Fig. 1: wire density map
The bar under the picture is 20 um long. The die is cut into 10 by 10 equal tiles; dark blue is low, red is high, scaled to the fullest tile. Values are wire area over tile area, all layers added.
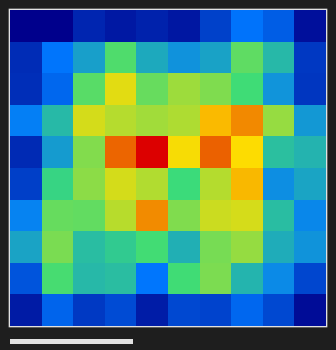
Fig. 2: M3 wires
The bar under the picture is 20 um long.
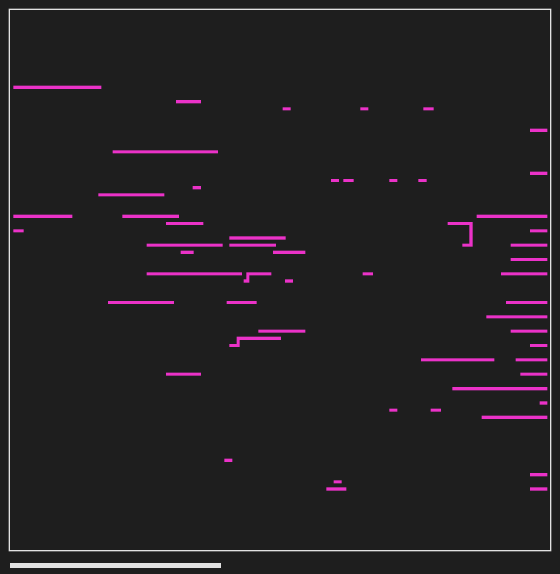
Fig. 3: placed cells, one color a class
Fill, decap, tap and diode cells in gray.
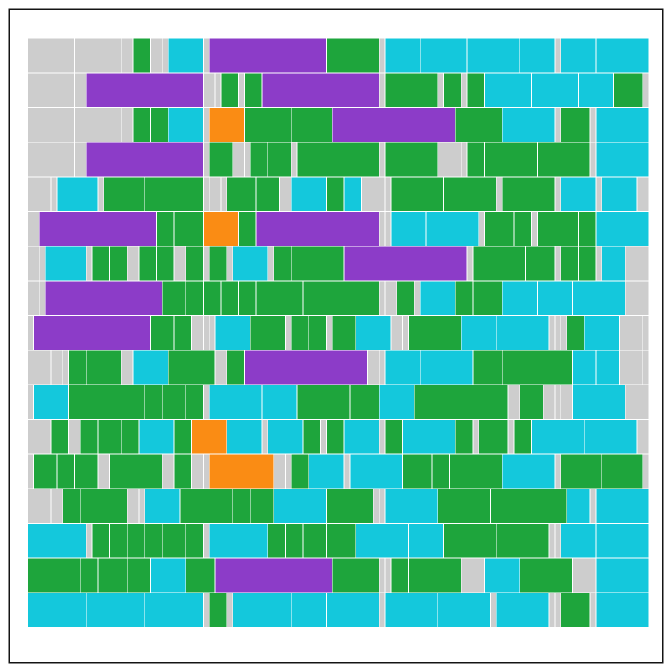
==> config.mk <==
export PLATFORM = sky130hd
export DESIGN_NAME = unidad_control_multiciclo
export DESIGN_NICKNAME = d
export VERILOG_FILES = /design/src/rtl/unidad_control_multiciclo.sv
export SDC_FILE = /design/constraint.sdc
export NUM_CORES = 1
export LEC_CHECK = 0
export ABC_AREA = 1
export CORE_UTILIZATION = 39
export CTS_CLUSTER_SIZE = 10
export DETAILED_ROUTE_END_ITERATION = 8
export PLACE_DENSITY_LB_ADDON = 0.05
export RECOVER_POWER = 25
export SYNTH_ARGS = -nofsm -noshare
export SYNTH_HDL_FRONTEND = slang
export SYNTH_SLANG_ARGS = --single-unit
==> constraint.sdc <==
create_clock -name clk -period 1.3 [get_ports clk]
set_input_delay 0.13 -clock clk [delete_from_list [all_inputs] [get_ports clk]]
set_output_delay 0.13 -clock clk [all_outputs]
set_load 0.02 [all_outputs]
==> out/qor.csv <==
stage;metric;value;unit
setup_path;critical path data arrival time;1.50;ns
cts;Clock Sink Count;12;
layout;dominant class by area;multi-input combinational cells;
routing;initial drt markers;30;
routing;M1 WL;1.55;mm
synth;Area leader share;0.318;
power;Net Sw Frac;0.263;
synth;Multiplexer share;0;
layout;# diodes;0;
synth;yosys warns;0;
outcome;outcome;complete, but fails checks;
place;Port Buffer Count;34;
timing;Final Max-Slew Violation Tally;0;
power;Switch Pwr;0.209;mW
global_routing;grt met1 use;0.326;
layout;multi-input gates;106;
layout;clk cell area share;0.0184;
power;P per Cell Area;402;nW/um^2
timing;WHS;0.314;ns
synth;flip-flops with a built-in enable;0;
power;Max IR drop VDD;0.000566;V
timing;post-route worst setup slack;-0.326;ns
floorplan;Init Core Util;0.418;
global_routing;met2 usage;0.520;
timing;shortest period the worst path allows;1.63;ns
timing;relative slew slack;0.557;
cts;H-tree depth;1;
setup_path;R2R setup slack;-0.28;ns
timing;Final Hold Viols;0;
routing;Final ANT Viol Nets;0;
setup_path;crit-path cells;inv_2, nor2_4, inv_4, nor2_4, inv_4, nor2_4, buf_6;
synth;synthesized cell area;943;um^2
outcome;failing checks;negative setup slack;
synth;# Cells Yosys;148;
power;heaviest power group;registers;
cts;Root Buffer;clkbuf_4;
synth;Yosys Chip Area;943;um^2
synth;comb area leader;simple AND/OR/NAND/NOR gates;
run;maxcap violations;0;
hold_path;Min-Delay Path Class;primary input to register;
synth;Synth top cells by count;nand2_1 (32), nor2_1 (30), inv_1 (25), nand3_1 (17), dfrtp_1 (12);
floorplan;n_taps;28;
synth;Yosys reg bits;12;
layout;share of layout cells above drive strength 1;0.588;
synth;Post-Synth AOI/OAI Area;0.0836;
cts;Post-CTS Setup Bufs;10;
layout;Sequential Area;305;um^2
setup_path;FF-to-FF path depth;11;
setup_path;Critical Path RT;1.17;ns
synth;most common cell in the synthesized netlist;nand2_1;
global_routing;antenna violations before repair;0;
layout;FILL cells;110;
place;placer's final routability congestion estimate;0.906;
routing;# DRC;0;
synth;adder share;0.0133;
timing;setup TNS;-6.76;ns
synth;yosys xor share;0.0186;
routing;met3 routed WL;167;um
place;Post-Place Cells;240;
setup_path;Max FO, Critical Path;5;
timing;Final setup viols;33;
timing;RSZ-0062 raised after global routing;true;
layout;flip-flops;12;
synth;Synth async-reset ratio;1.00;
global_routing;global route total overflow;0;
layout;final non-filler cell total;256;
place;area of placed instances;1620;um^2
setup_path;startpoint types;register;
floorplan;chip area;2620;um^2
timing;Final period util;1.25;
setup_path;CP Capture Type;output port;
setup_path;slowest stage delay, CP;0.42;ns
routing;drt pass-1 iters;5;
About Fig. 1:
tiles over half the peak: 40%
emptiest ninth of the die: upper left
fullest tile: 0.60
densest ninth of the die: center
gr usage total: 0.284
final wirelength: 3.96 mm
Wirelength per Cell: 15.5 um
via count: 1352

About Fig. 2:
main direction: horizontal
nets with wire on the layer: 44
share of all routed wire: 4.2%
met3 GRT Util: 0.0179

About Fig. 3:
| color | class | cells | share of their area |
|---|---|---|---|
| green | all other logic | 134 | 45% |
| orange | clock drivers and dummy loads | 4 | 1.9% |
| cyan | other buffers and delay cells | 78 | 37% |
| purple | flip-flops | 12 | 16% |
num rows: 17
core area: 2250 um^2
final core occ: 0.876
fin area: 1970 um^2

Power figures rest on the tool's default switching activity, not on a simulated workload.
